--- config.mk ---
export PLATFORM = sky130hd
export DESIGN_NAME = pipe_stage_reg_flat
export DESIGN_NICKNAME = d
export VERILOG_FILES = /design/src/rtl/cpu_types_pkg.sv /design/src/rtl/pipe_stage_reg_if.sv /design/src/rtl/pipe_stage_reg_slot.sv /design/src/rtl/pipe_stage_reg.sv /design/src/flat_wrapper.sv
export SDC_FILE = /design/constraint.sdc
export NUM_CORES = 1
export LEC_CHECK = 0
export CORE_AREA = 4 4 43 73
export CTS_CLUSTER_SIZE = 40
export DETAILED_ROUTE_END_ITERATION = 8
export DIE_AREA = 0 0 47 77
export DONT_BUFFER_PORTS = 1
export PLACE_DENSITY = 0.75
export SYNTH_ARGS = -nofsm -noshare
export SYNTH_HDL_FRONTEND = slang
export SYNTH_SLANG_ARGS = --single-unit
--- constraint.sdc ---
create_clock -name CLK -period 1.9 [get_ports CLK]
set_input_delay 0.38 -clock CLK [delete_from_list [all_inputs] [get_ports CLK]]
set_output_delay 0.38 -clock CLK [all_outputs]
set_load 0.01 [all_outputs]
--- src/rtl/cpu_types_pkg.sv ---
// Shared CPU pipeline types: stage-register occupancy state and its width.
// pipe_occ maps a stage state to its held-entry count.
package cpu_types_pkg;

  localparam int PIPE_OCC_W = 2;

  typedef enum logic [1:0] {
    EMPTY = 2'd0,
    FULL  = 2'd1,
    SKID  = 2'd2
  } pipe_state_t;

  function automatic logic [PIPE_OCC_W-1:0] pipe_occ(input pipe_state_t s);
    case (s)
      FULL:    return 2'd1;
      SKID:    return 2'd2;
      default: return 2'd0;
    endcase
  endfunction

endpackage

--- src/rtl/pipe_stage_reg_if.sv ---
// Handshake bundle around one pipeline stage register: upstream in_*, downstream out_*, flush, occupancy.
// master drives payload/ready from the surrounding stages; slave is the stage register itself.
interface pipe_stage_reg_if #(
  parameter int WIDTH = 32
);

  logic                              flush;
  logic                              in_valid;
  logic                              in_ready;
  logic [WIDTH-1:0]                  in_data;
  logic                              out_valid;
  logic                              out_ready;
  logic [WIDTH-1:0]                  out_data;
  logic [cpu_types_pkg::PIPE_OCC_W-1:0] occupancy;

  modport master (
    output flush, in_valid, in_data, out_ready,
    input  in_ready, out_valid, out_data, occupancy
  );

  modport slave (
    input  flush, in_valid, in_data, out_ready,
    output in_ready, out_valid, out_data, occupancy
  );

endinterface

--- src/rtl/pipe_stage_reg_slot.sv ---
// One payload register with load enable, synchronous clear to BUBBLE and a valid bit.
// Latency 1 cycle; clear wins over load, reset wins over both.
module pipe_slot #(
  parameter int               WIDTH  = 32,
  parameter logic [WIDTH-1:0] BUBBLE = '0
) (
  input  logic             CLK,
  input  logic             nRST,
  input  logic             ld,
  input  logic             clr,
  input  logic [WIDTH-1:0] d,
  output logic [WIDTH-1:0] q,
  output logic             vld
);

  logic [WIDTH-1:0] dat_q, dat_d;
  logic             vld_q, vld_d;

  always_comb begin
    dat_d = dat_q;
    vld_d = vld_q;
    if (clr) begin
      dat_d = BUBBLE;
      vld_d = 1'b0;
    end else if (ld) begin
      dat_d = d;
      vld_d = 1'b1;
    end
  end

  always_ff @(posedge CLK) begin
    if (!nRST) begin
      dat_q <= BUBBLE;
      vld_q <= 1'b0;
    end else begin
      dat_q <= dat_d;
      vld_q <= vld_d;
    end
  end

  assign q   = dat_q;
  assign vld = vld_q;

endmodule

--- src/rtl/pipe_stage_reg.sv ---
// Elastic pipeline register, 1-cycle in->out latency, flush-to-bubble. PIPE_STAGE_SKID_EN adds a skid
// entry so in_ready is registered; without it in_ready = ~out_valid | out_ready (single entry).
module pipe_stage_reg
  import cpu_types_pkg::*;
#(
  parameter int               WIDTH  = 32,
  parameter logic [WIDTH-1:0] BUBBLE = '0
) (
  input  logic             CLK,
  input  logic             nRST,
  pipe_stage_reg_if.slave  bus
);

  pipe_state_t      state_q, state_d;
  logic             accept, emit;
  logic             main_ld, main_clr, main_vld;
  logic [WIDTH-1:0] main_din, main_q;
  logic             in_ready;

`ifdef PIPE_STAGE_SKID_EN
  logic             skid_ld, skid_clr, skid_vld;
  logic [WIDTH-1:0] skid_q;
  logic             in_ready_q, in_ready_d;
`else
  logic             rst_done_q, rst_done_d;
`endif

  assign accept = bus.in_valid & in_ready;
  assign emit   = main_vld & bus.out_ready;

  always_comb begin
    state_d  = state_q;
    main_ld  = 1'b0;
    main_clr = 1'b0;
    main_din = bus.in_data;
`ifdef PIPE_STAGE_SKID_EN
    skid_ld  = 1'b0;
    skid_clr = 1'b0;
`endif
    if (bus.flush) begin
      // An emit this cycle has already been seen downstream; only held entries die.
      state_d  = EMPTY;
      main_clr = 1'b1;
`ifdef PIPE_STAGE_SKID_EN
      skid_clr = 1'b1;
`endif
    end else begin
      case (state_q)
        EMPTY: begin
          if (accept) begin
            state_d = FULL;
            main_ld = 1'b1;
          end
        end
        FULL: begin
          case ({accept, emit})
            2'b01: begin
              state_d  = EMPTY;
              main_clr = 1'b1;
            end
            2'b11:   main_ld = 1'b1;
`ifdef PIPE_STAGE_SKID_EN
            2'b10: begin
              state_d = SKID;
              skid_ld = 1'b1;
            end
`endif
            default: ;
          endcase
        end
`ifdef PIPE_STAGE_SKID_EN
        SKID: begin
          if (emit) begin
            state_d  = skid_vld ? FULL : EMPTY;
            main_ld  = 1'b1;
            main_din = skid_q;
            skid_clr = 1'b1;
          end
        end
`endif
        default: state_d = EMPTY;
      endcase
    end
  end

  always_ff @(posedge CLK) begin
    if (!nRST) state_q <= EMPTY;
    else       state_q <= state_d;
  end

  pipe_slot #(.WIDTH(WIDTH), .BUBBLE(BUBBLE)) u_main (
    .CLK  (CLK),
    .nRST (nRST),
    .ld   (main_ld),
    .clr  (main_clr),
    .d    (main_din),
    .q    (main_q),
    .vld  (main_vld)
  );

`ifdef PIPE_STAGE_SKID_EN
  pipe_slot #(.WIDTH(WIDTH), .BUBBLE(BUBBLE)) u_skid (
    .CLK  (CLK),
    .nRST (nRST),
    .ld   (skid_ld),
    .clr  (skid_clr),
    .d    (bus.in_data),
    .q    (skid_q),
    .vld  (skid_vld)
  );

  assign in_ready_d = (state_d != SKID);

  always_ff @(posedge CLK) begin
    if (!nRST) in_ready_q <= 1'b0;
    else       in_ready_q <= in_ready_d;
  end

  assign in_ready = in_ready_q;
`else
  assign rst_done_d = 1'b1;

  always_ff @(posedge CLK) begin
    if (!nRST) rst_done_q <= 1'b0;
    else       rst_done_q <= rst_done_d;
  end

  assign in_ready = rst_done_q & (~main_vld | bus.out_ready);
`endif

  assign bus.in_ready  = in_ready;
  assign bus.out_valid = main_vld;
  assign bus.out_data  = main_vld ? main_q : BUBBLE;
  assign bus.occupancy = pipe_occ(state_q);

endmodule

--- src/flat_wrapper.sv ---
// flat-port wrapper written by rule: the top's interface ports become plain ports
module pipe_stage_reg_flat import cpu_types_pkg::*;
#(
  parameter int               WIDTH  = 32,
  parameter logic [WIDTH-1:0] BUBBLE = '0
)
  (CLK, nRST, bus_flush, bus_in_valid, bus_in_data, bus_out_ready, bus_in_ready, bus_out_valid, bus_out_data, bus_occupancy);
  pipe_stage_reg_if #(.WIDTH(WIDTH)) bus_i ();
  input  logic CLK;
  input  logic nRST;
  input wire logic [$bits(bus_i.flush)-1:0] bus_flush;
  input wire logic [$bits(bus_i.in_valid)-1:0] bus_in_valid;
  input wire logic [$bits(bus_i.in_data)-1:0] bus_in_data;
  input wire logic [$bits(bus_i.out_ready)-1:0] bus_out_ready;
  output wire logic [$bits(bus_i.in_ready)-1:0] bus_in_ready;
  output wire logic [$bits(bus_i.out_valid)-1:0] bus_out_valid;
  output wire logic [$bits(bus_i.out_data)-1:0] bus_out_data;
  output wire logic [$bits(bus_i.occupancy)-1:0] bus_occupancy;
  assign bus_i.flush = bus_flush;
  assign bus_i.in_valid = bus_in_valid;
  assign bus_i.in_data = bus_in_data;
  assign bus_i.out_ready = bus_out_ready;
  assign bus_in_ready = bus_i.in_ready;
  assign bus_out_valid = bus_i.out_valid;
  assign bus_out_data = bus_i.out_data;
  assign bus_occupancy = bus_i.occupancy;
  pipe_stage_reg #(.WIDTH(WIDTH), .BUBBLE(BUBBLE)) u_core (.CLK(CLK), .nRST(nRST), .bus(bus_i));
endmodule
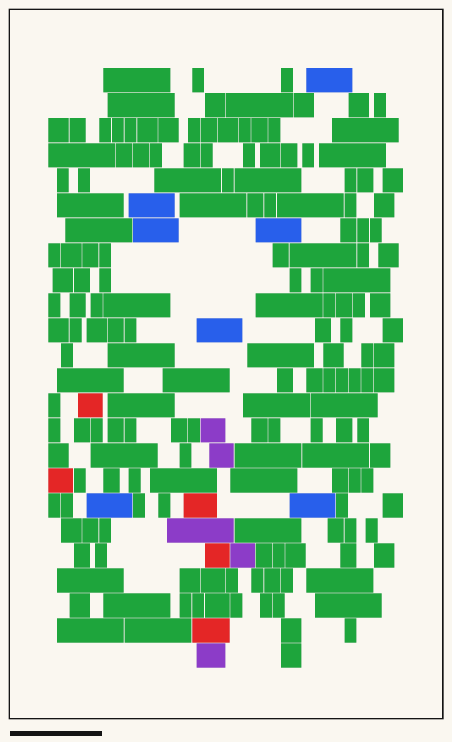
*Sizing map, run 1*
Scale bar: 10 µm.
- blue: drive 6 and up (cells 7; share 3.7%)
- red: drive 2 (cells 5; share 2.7%)
- green: drive 1 or less (cells 171; share 91%)
- purple: drive 3 to 4 (cells 5; share 2.7%)
synthesis-to-finish area growth: 4.36%
worst setup margin: 265 ps
buffer count excluding the clock tree in the final layout: 3

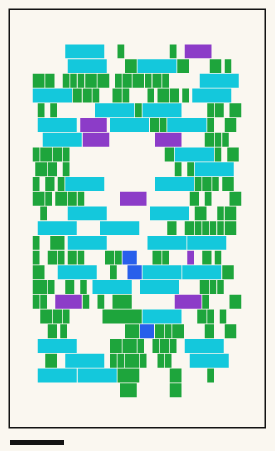
*Cell classes on the final placement, run 1*
Scale bar: 10 µm.
- green: all other logic (cells 142; share of their area 46%)
- purple: clock drivers and dummy loads (cells 8; share of their area 6.6%)
- cyan: flip-flops (cells 35; share of their area 46%)
- blue: other buffers and delay cells (cells 3; share of their area 1.5%)
area of all placed cells without fillers: 1560 µm²
post-layout utilization of the core: 0.618
register share of the cell area: 0.450

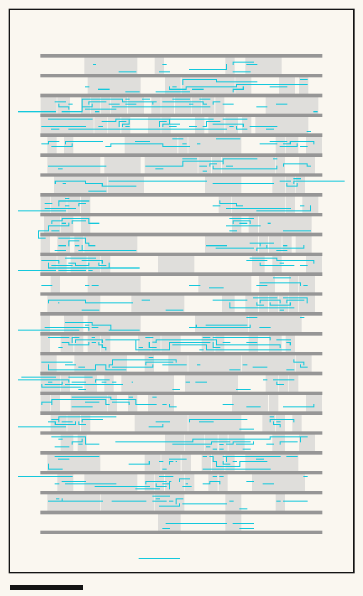
*M1 wires, run 1*
Scale bar: 10 µm. Supply wires on this layer in grey. Cells faint in the background.
- share of all routed wire: 37%
- nets with wire on the layer: 177
- wire length on this layer: 1,120 µm

==> writeup.txt, run 1 <==
The count of warning messages emitted by the tools is 26. The share of the synthesized netlist area taken by xor and xnor gates came out at 0. The number of placed instances, taps included, is 206.

With the register share of total power at 0.545, the number of unique standard cell types used by synthesis is 19. With the clock buffer and inverter area fraction after layout at 0.0643, the fraction of synthesized area in multiplexers is 0. With the count of inverters not on the clock network in the layout at 1, the net load switching power is 0.000286 W. The mean post-synth cell area was 7.82 µm². Per the OpenROAD power report, leakage power amounts to 0.542 nW. Max-cap violations in this run came to 0. The number of setup buffers added after CTS is 0.

The run gives 0.649 mV as the largest vdd supply drop. The tools report the number of well taps as 26. The tools report the initial antenna violation count as 0. The tightest slew margin relative to the limit is 0.636, and the half-perimeter wire length of the detailed placement result is 2190 µm. The final report lists the setup-violating endpoint count as 0. For reference, the clock transition at the flip-flops on the worst setup and hold paths is 70 ps. STA reports the tightest min-delay check as being of type in -> reg. The total area of sequential cells came out at 701 µm². Subtracting the final worst setup slack from the clock period gives 1630 ps. The logs give 250 µm for the wire length on met3 and 5 for the clock buffer count from CTS. The logs give 1490 µm² for the synthesized area and 1490 µm² for the post-synthesis chip area from yosys. The logs give 0.469 for the sequential fraction of the synthesis area and 3620 µm² for the area enclosed by the die boundary.

The aoi/oai-family share of the synthesized area works out to 0.145. Grouping non-sequential cells by family puts the most area in simple AND/OR/NAND/NOR gates. The instance tally after logic synthesis is 191, and the clock power share is 0.409. With the post-cts gate resize count at 0, the number of DRC markers after the initial detailed-route iteration is 12.

For this block, the routed nets add up to 2980 µm of wire. For the final hold violation count, the log shows 0. The cell-internal power was 0.00110 W. For the pin with the worst max-slew slack, the measured transition is 547 ps. The run finished with clean final reports.
==> run 1: cell families (layout without fill, tap and decap cells) <==
kind of cell,Yosys count,count (layout)
flip-flops,35,35
AND/OR/NAND/NOR,103,103
AND-OR/OR-AND,37,37
buffers and inverters,15,12
other,1,1
==> run 1: through the flow <==
stage          worst slack (ps)  hold slack (ps)   util  power [W]
6_report                    265              127  0.618    0.00138
5_1_grt                     138              109  0.618    0.00144
4_1_cts                     231              117  0.618    0.00140
3_5_place_dp                311              408  0.578   0.000833
3_3_place_gp                378              408  0.578   0.000830
2_1_floorplan               414              408      -   0.000828
==> run 1: layer usage <==
| metal | vias to the layer above | GRT usage |
|---|---|---|
| li1 | 589 | - |
| met1 | 513 | 0.196 |
| met2 | 48 | 0.316 |
| met3 | 4 | 0.0515 |
| met4 | 0 | 0.0582 |
| met5 | - | 0 |
==> run 1: how the worst min path moves through the flow <==
stage	slack [ps]	end	cells past startpoint	from
2_1_floorplan	410	u_core.rst_done_q$_DFF_P_	0	nRST
3_3_place_gp	410	u_core.rst_done_q$_DFF_P_	0	nRST
3_5_place_dp	410	u_core.rst_done_q$_DFF_P_	0	nRST
4_1_cts	120	u_core.rst_done_q$_DFF_P_	0	nRST
5_1_grt	110	u_core.rst_done_q$_DFF_P_	0	nRST
6_report	130	u_core.rst_done_q$_DFF_P_	0	nRST
==> run 1: power by group through the flow <==
stage	logic, W	clock network, W	registers, W
floorplan	0.0000617	0	0.000766
global placement	0.0000622	0	0.000768
detailed placement	0.0000651	0	0.000768
CTS	0.0000651	0.000583	0.000752
global route	0.0000736	0.000617	0.000753
finish	0.0000640	0.000565	0.000752
==> run 1: placed cells by master (no fill, tap or decap) <==
cell / count
sky130_fd_sc_hd__a211o_2: 1
sky130_fd_sc_hd__a211oi_4: 1
sky130_fd_sc_hd__a21boi_0: 1
sky130_fd_sc_hd__a21oi_1: 32
sky130_fd_sc_hd__a22oi_1: 1
sky130_fd_sc_hd__a41o_2: 1
sky130_fd_sc_hd__and2_1: 29
sky130_fd_sc_hd__and2_2: 3
sky130_fd_sc_hd__buf_4: 3
sky130_fd_sc_hd__clkbuf_1: 1
sky130_fd_sc_hd__clkbuf_8: 7
sky130_fd_sc_hd__conb_1: 1
sky130_fd_sc_hd__dfxtp_1: 35
sky130_fd_sc_hd__inv_1: 1
sky130_fd_sc_hd__nand2_1: 66
sky130_fd_sc_hd__nand2b_1: 1
sky130_fd_sc_hd__nor2_1: 3
sky130_fd_sc_hd__or2_4: 1
==> run 1: cell usage after synthesis, drive strengths merged <==
cell type / number
a211o: 1
a211oi: 1
a21boi: 1
a21oi: 32
a22oi: 1
a41o: 1
and2: 32
buf: 8
clkbuf: 6
conb: 1
dfxtp: 35
inv: 1
nand2: 66
nand2b: 1
nor2: 3
or2: 1
==> run 1: sequential cells by signal, summed over array words and instances, names as in the netlist <==
signal and count:
u_core.state_q 1, u_core.rst_done_q 1, u_core.u_main.vld 1, u_core.u_main.q 32
==> run 1: worst max-delay path, stage by stage, from the launching register on <==
cell and delay (ps):
sky130_fd_sc_hd__dfxtp_1 440, sky130_fd_sc_hd__buf_4 310, sky130_fd_sc_hd__and2_1 230
--- run 2 (diff from run 1) ---
Settings changed: ABC_AREA from default to 0.
==> writeup.txt, run 2 <==
The flow ran to the end, and the final reports show no timing, DRC or antenna violations. Summed over all cells, the static leakage comes to 0.542 nW. The net load switching power was 0.000286 W; the initial antenna violation count was 0. Yosys mapped a number of flops with a built-in enable equal to 0. Number of unique standard cell types used by synthesis: 19. The register share of total power was 0.545; the count of warning messages emitted by the tools was 26. Largest vdd supply drop: 0.649 mV. The clock-pin slew on the worst setup and hold paths is 70 ps, and the instance tally after logic synthesis is 191. The clock buffer count from CTS was 5. The area added between synthesis and finish works out to 4.36%. Counting instances in the post-synthesis netlist gives the leading cell types as sky130_fd_sc_hd__nand2_1, sky130_fd_sc_hd__dfxtp_1, sky130_fd_sc_hd__a21oi_1. The area recorded from the Yosys report for this design is 1490 µm². The internal power of the cells totals 0.00110 W.

A synthesized cell averages 7.82 µm². The flip-flop cell with the highest count after synthesis is sky130_fd_sc_hd__dfxtp_1. The run gives 0 for the proportion of register bits with asynchronous set or reset after synthesis. Summing internal, switching and leakage power gives 0.00138 W.

Subtracting the final worst setup slack from the clock period gives 1630 ps.
==> run 2: cell counts in the layout (fill, tap and decap cells not counted) <==
Identical to the previous run, type by type.
==> run 2: logic make-up (layout without fill, tap and decap cells) <==
family	after synthesis	count (layout)	synth area share
simple gates	103	103	0.320
compound gates	37	37	0.145
flops	35	35	0.469
buf+inv	15	12	0.0629
other cells	1	1	0.00251
==> run 2: cell type report <==
cell class | instances | area [µm²]
clock buffer | 8 | 100
fill | 227 | 965
inverter | 1 | 3.75
multi-input combinational | 141 | 698
sequential | 35 | 701
tap | 26 | 32.5
timing repair buffer | 3 | 22.5
==> run 2: metrics by stage <==
step	hold WS [ps]	utilization	worst slack (ps)	cells	cell area (µm²)
3_3_place_gp	408	0.578	378	206	1460
3_5_place_dp	408	0.578	311	206	1460
5_1_grt	109	0.618	138	214	1560
6_report	127	0.618	265	214	1560
2_1_floorplan	408	-	414	191	1490
4_1_cts	117	0.618	231	214	1560
==> run 2: worst paths after layout <==
path	from	end	cells after the start
worst min-delay path	nRST	u_core.rst_done_q$_DFF_P_	0
worst max register to register	u_core.u_main.vld$_SDFFE_PP0P_	u_core.u_main.q[7]$_SDFFE_PP0P_	4
worst max-delay path	u_core.u_main.vld$_SDFFE_PP0P_	bus_out_data[2]	2
worst min register to register	u_core.u_main.q[26]$_SDFFE_PP0P_	u_core.u_main.q[26]$_SDFFE_PP0P_	2
==> run 2: power by group through the flow <==
stage	Clock, W	Combinational (W)	Sequential (W)
finish	0.000565	0.0000640	0.000752
global route	0.000617	0.0000736	0.000753
CTS	0.000583	0.0000651	0.000752
detailed placement	0	0.0000651	0.000768
global placement	0	0.0000622	0.000768
floorplan	0	0.0000617	0.000766
==> run 2: critical path, stage by stage, from the launching register on <==
cell                      delay, ps
sky130_fd_sc_hd__dfxtp_1        440
sky130_fd_sc_hd__buf_4          310
sky130_fd_sc_hd__and2_1         230
==> run 2: routing by layer <==
metal,up-vias,global-route usage
met2,48,0.316
li1,589,-
met5,-,0
met3,4,0.0515
met1,513,0.196
met4,0,0.0582
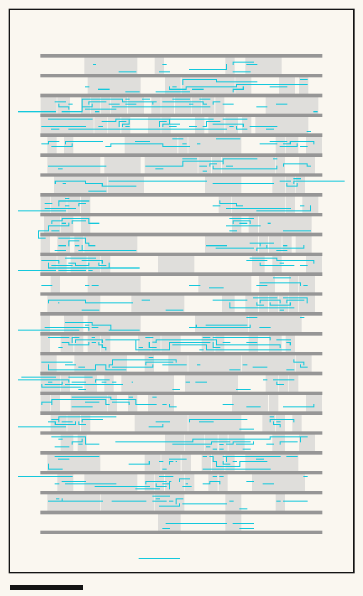
*M1 wires, run 2*
Scale bar: 10 µm. Supply wires on this layer in grey. Cells faint in the background.
- share of all routed wire: 37%
- longest straight run: 21.6 µm
met1 global-route usage: 0.196
number of vias in the routed layout: 1,154
aggregate routed wire length: 2980 µm

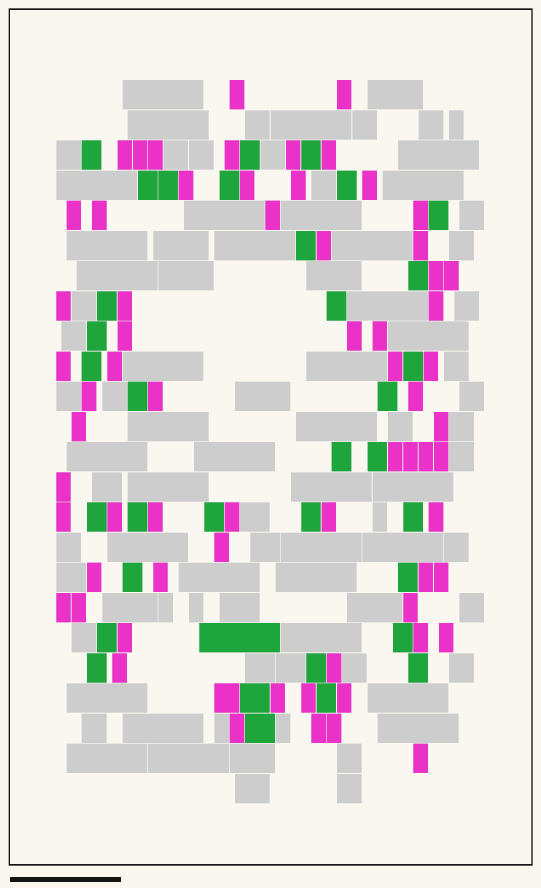
*Gate families picked out, run 2*
Scale bar: 10 µm.
- magenta: NAND gates (cells 67; where widely spread)
- green: inverting AOI/OAI gates (cells 35)
most common cell after layout, fill and taps aside: sky130_fd_sc_hd__nand2_1
non-filler cells, final: 214
Comb area share: 0.448

Power is estimated from default activity; no workload was simulated.
